`src/rtl/rst_sequencer.sv`:
```
// Reset sequencer: filters PLL lock, then releases domain resets in order,
// with runtime soft reset of a domain subset and re-sequencing on lock loss.
//
// Ports:
//   clk           system clock, all logic on posedge
//   rst           asynchronous active-high reset
//   pll_lock      raw PLL lock (async), 2-flop synchronized
//   sw_rst_req    one-cycle soft-reset request, honoured only in RUN
//   sw_rst_mask   domains to soft-reset, sampled with sw_rst_req
//   lock_lost_clr clears the sticky lock_lost flag
//   rst_out       per-domain resets, active-high, registered
//   ready         all domains released and FSM in RUN
//   lock_lost     sticky: lock dropped after the first RUN
//   state         debug: 0=HOLD 1=REL 2=RUN 3=SOFT
module rst_sequencer #(
  parameter int N_DOMAINS   = 4,
  parameter int LOCK_FILT   = 16,
  parameter int GAP_CYCLES  = 8,
  parameter int HOLD_CYCLES = 16
) (
  input  logic                 clk,
  input  logic                 rst,
  input  logic                 pll_lock,
  input  logic                 sw_rst_req,
  input  logic [N_DOMAINS-1:0] sw_rst_mask,
  input  logic                 lock_lost_clr,
  output logic [N_DOMAINS-1:0] rst_out,
  output logic                 ready,
  output logic                 lock_lost,
  output logic [1:0]           state
);

  localparam int IW = (N_DOMAINS > 1) ? $clog2(N_DOMAINS) : 1;

  localparam logic [7:0] LF_MAX =
    8'(LOCK_FILT);
  localparam logic [7:0] GAP_LAST =
    8'(GAP_CYCLES - 1);
  localparam logic [7:0] HOLD_LAST =
    8'(HOLD_CYCLES - 1);
  localparam logic [IW-1:0] IDX_LAST =
    IW'(N_DOMAINS - 1);

  typedef enum logic [1:0] {
    HOLD = 2'd0,
    REL  = 2'd1,
    RUN  = 2'd2,
    SOFT = 2'd3
  } state_t;

  logic sync1_q;
  logic sync2_q;
  logic lock_s;

  state_t               state_q, state_d;
  logic [7:0]           lock_cnt_q, lock_cnt_d;
  logic [7:0]           gap_cnt_q, gap_cnt_d;
  logic [7:0]           hold_cnt_q, hold_cnt_d;
  logic [IW-1:0]        idx_q, idx_d;
  logic [N_DOMAINS-1:0] rel_set_q, rel_set_d;
  logic [N_DOMAINS-1:0] rst_out_q, rst_out_d;
  logic                 ready_q, ready_d;
  logic                 lost_q, lost_d;
  logic                 seen_run_q, seen_run_d;
  logic                 lost_set;

  always_ff @(posedge clk or posedge rst) begin
    if (rst) begin
      sync1_q <= 1'b0;
      sync2_q <= 1'b0;
    end else begin
      sync1_q <= pll_lock;
      sync2_q <= sync1_q;
    end
  end

  assign lock_s = sync2_q;

  // Consecutive-lock filter, saturating
  always_comb begin
    lock_cnt_d = 8'd0;
    if (lock_s) begin
      if (lock_cnt_q == LF_MAX)
        lock_cnt_d = LF_MAX;
      else
        lock_cnt_d = lock_cnt_q + 8'd1;
    end
  end

  always_comb begin
    state_d    = state_q;
    gap_cnt_d  = gap_cnt_q;
    hold_cnt_d = hold_cnt_q;
    idx_d      = idx_q;
    rel_set_d  = rel_set_q;
    rst_out_d  = rst_out_q;
    ready_d    = ready_q;
    seen_run_d = seen_run_q;
    lost_set   = 1'b0;

    // Lock loss outranks every other transition
    if (state_q != HOLD && !lock_s) begin
      state_d    = HOLD;
      rst_out_d  = '1;
      ready_d    = 1'b0;
      idx_d      = '0;
      gap_cnt_d  = 8'd0;
      hold_cnt_d = 8'd0;
      lost_set   = (state_q != REL) ||
                   seen_run_q;
    end else begin
      unique case (state_q)
        HOLD: begin
          rst_out_d = '1;
          ready_d   = 1'b0;
          if (lock_cnt_q == LF_MAX) begin
            state_d   = REL;
            idx_d     = '0;
            gap_cnt_d = 8'd0;
            rel_set_d = '1;
          end
        end
        REL: begin
          if (gap_cnt_q == GAP_LAST) begin
            gap_cnt_d = 8'd0;
            idx_d     = idx_q + IW'(1);
            // Unselected slots still burn a full gap
            if (rel_set_q[idx_q])
              rst_out_d[idx_q] = 1'b0;
            if (idx_q == IDX_LAST) begin
              state_d    = RUN;
              ready_d    = 1'b1;
              seen_run_d = 1'b1;
            end
          end else begin
            gap_cnt_d = gap_cnt_q + 8'd1;
          end
        end
        RUN: begin
          if (sw_rst_req && |sw_rst_mask) begin
            state_d    = SOFT;
            rst_out_d  = rst_out_q | sw_rst_mask;
            rel_set_d  = sw_rst_mask;
            ready_d    = 1'b0;
            hold_cnt_d = 8'd0;
          end
        end
        SOFT: begin
          if (hold_cnt_q == HOLD_LAST) begin
            state_d   = REL;
            idx_d     = '0;
            gap_cnt_d = 8'd0;
          end else begin
            hold_cnt_d = hold_cnt_q + 8'd1;
          end
        end
        default: state_d = HOLD;
      endcase
    end

    // Set beats clear when both land together
    if (lost_set)
      lost_d = 1'b1;
    else if (lock_lost_clr)
      lost_d = 1'b0;
    else
      lost_d = lost_q;
  end

  always_ff @(posedge clk or posedge rst) begin
    if (rst) begin
      state_q    <= HOLD;
      lock_cnt_q <= 8'd0;
      gap_cnt_q  <= 8'd0;
      hold_cnt_q <= 8'd0;
      idx_q      <= '0;
      rel_set_q  <= '1;
      rst_out_q  <= '1;
      ready_q    <= 1'b0;
      lost_q     <= 1'b0;
      seen_run_q <= 1'b0;
    end else begin
      state_q    <= state_d;
      lock_cnt_q <= lock_cnt_d;
      gap_cnt_q  <= gap_cnt_d;
      hold_cnt_q <= hold_cnt_d;
      idx_q      <= idx_d;
      rel_set_q  <= rel_set_d;
      rst_out_q  <= rst_out_d;
      ready_q    <= ready_d;
      lost_q     <= lost_d;
      seen_run_q <= seen_run_d;
    end
  end

  assign rst_out   = rst_out_q;
  assign ready     = ready_q;
  assign lock_lost = lost_q;
  assign state     = state_q;

endmodule

```
`config.mk`:
```
export PLATFORM = sky130hd
export DESIGN_NAME = rst_sequencer
export DESIGN_NICKNAME = d
export VERILOG_FILES = /design/src/rtl/rst_sequencer.sv
export SDC_FILE = /design/constraint.sdc
export NUM_CORES = 1
export LEC_CHECK = 0
export CAP_MARGIN = 20
export CORE_MARGIN = 5
export CORE_UTILIZATION = 55
export DETAILED_ROUTE_END_ITERATION = 10
export DONT_BUFFER_PORTS = 1
export HOLD_SLACK_MARGIN = 0.03
export PLACE_DENSITY = 0.69
export REMOVE_ABC_BUFFERS = 1
export SLEW_MARGIN = 20
export SYNTH_ARGS = -nofsm -noshare
export SYNTH_HDL_FRONTEND = slang
export SYNTH_SLANG_ARGS = --single-unit
```
`constraint.sdc`:
```
create_clock -name clk -period 6.6 [get_ports clk]
set_clock_uncertainty 0.2 [all_clocks]
set_input_delay 1.32 -clock clk [delete_from_list [all_inputs] [get_ports clk]]
set_output_delay 1.32 -clock clk [all_outputs]
set_load 0.01 [all_outputs]
```
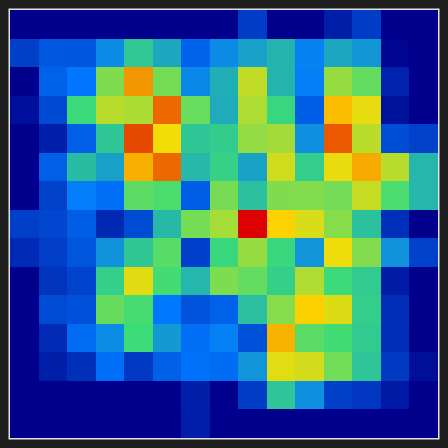
**Above:** routed metal per tile.
The die is cut into 15 by 15 equal tiles; dark blue is low, red is high, scaled to the fullest tile. Values are wire area over tile area, all layers added.
26% of the tiles are over half the peak. The densest ninth of the die: center. The emptiest ninth of the die: lower left. 22% of the tiles are nearly empty. The mean over all tiles is 0.13.
GR Util All Layers: 17.71%
mean routed wirelength per cell: 16.19 µm
wire length after detailed routing: 4728 µm
total vias in the final route: 1743

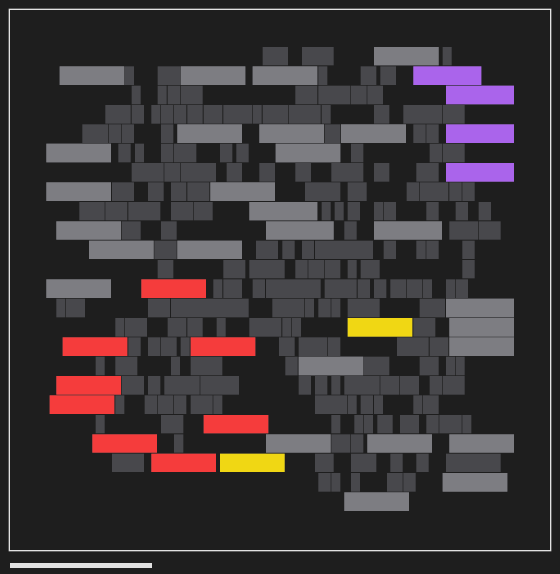
**Above:** sequential cells grouped by signal name.
Scale bar: 20 µm. Other sequential cells in the stronger gray, the rest of the logic in the fainter gray.
Key: rst_out = purple [placed flops 4, where upper right]; state = yellow [placed flops 2]; lock_cnt_q = red [placed flops 8]
Another 27 sequential cells are not colored.

==> results.txt <==
The synthesis and PnR run went through. Number of global-route vias before repair landed at 1613. After clock tree synthesis, the flow added hold-fix buffers numbering 0. The worst setup path is launched from an input port. The mapped netlist covers 2385 µm². Count of nets after finishing landed at 260.

Proportion of power drawn by combinational gates landed at about two fifths. Post-synthesis share of cell area spent on xor and xnor gates landed at 3.305%. The number of sequential cells reported for the layout is 41. Looking at the gate-level netlist, the highest instance count belongs to sky130_fd_sc_hd__dfrtp_1. Tracing the worst setup path back leads to its startpoint at sw_rst_mask[1]. TritonCTS created 5 clock buffers.

Data arrives at the worst endpoint at 2560 ps. Once synthesis finished, the tally of register bits stood at 41. Number of buffers on the longest clock path landed at 2. OpenROAD emitted warnings numbering 32. Total leakage power landed at 1.104 nW. The switching portion of total power comes to 38.77%. Post-synth tally of flip-flops with integrated enable landed at 0. In this run the VDD rail shows a maximum IR drop of around 0.18 mV.

In the final layout, flip-flops and latches occupy 1036 µm². Routability-driven placement finished with a final weighted congestion of ~0.84. The post-route netlist has 13.33% of its cells at a drive strength greater than 1. The worst hold path was traced through 0 stages. Sum of internal, switching and leakage power landed at 0.0009523 W. In the post-route analysis, the smallest setup slack over all paths is about 4000 ps. Number of placed cells counting well taps landed at 284. In this run the critical path is formed by o41a_1, mux2i_1, o21a_1, o21ai_1, o31ai_1. Highest clock rate landed at 390.2 MHz. The chip occupies 5753 µm². From the final report, the count of setup violators was given as 0.

Area growth from synthesis to layout landed at 5.404%. Power density of the placed cells landed at around 380 nW/µm². Final hold analysis gives a worst-case slack of 149.5 ps. Looking at the setup timing report, the critical path kind is in -> reg. TritonCTS built the clock tree. Post-route standard cell area excluding fillers landed at about 2500 µm². In this run the most critical hold path is launched from sync1_q$_DFF_PP0_. The run finished with clean final reports. Number of top-level pins landed at 17. The synthesis run shows the most used standard cells to be 33 x sky130_fd_sc_hd__dfrtp_1, 16 x sky130_fd_sc_hd__nand3_1, 15 x sky130_fd_sc_hd__nor2_1. Buffer count from post-CTS setup fixing landed at 0. The script extracted a net switching power of 0.0003692 W. The root buffer cell chosen for the clock tree is sky130_fd_sc_hd__clkbuf_8. Final core utilization landed at between 50% and 60%.

Power dissipated in sequential cells landed at between 0.0003 and 0.0004 W. Sum of met3 wire segment lengths after detailed routing landed at 233 µm. Detailed-route vias per instance landed at between 5 and 6. The synthesis report lists the most area-consuming cells as sky130_fd_sc_hd__dfrtp_1 35%, sky130_fd_sc_hd__dfstp_2 8.8%, sky130_fd_sc_hd__ha_1 6.3%. Critical path depth landed at 5.
No activity file was given, so power comes from the tool's default toggle rates.
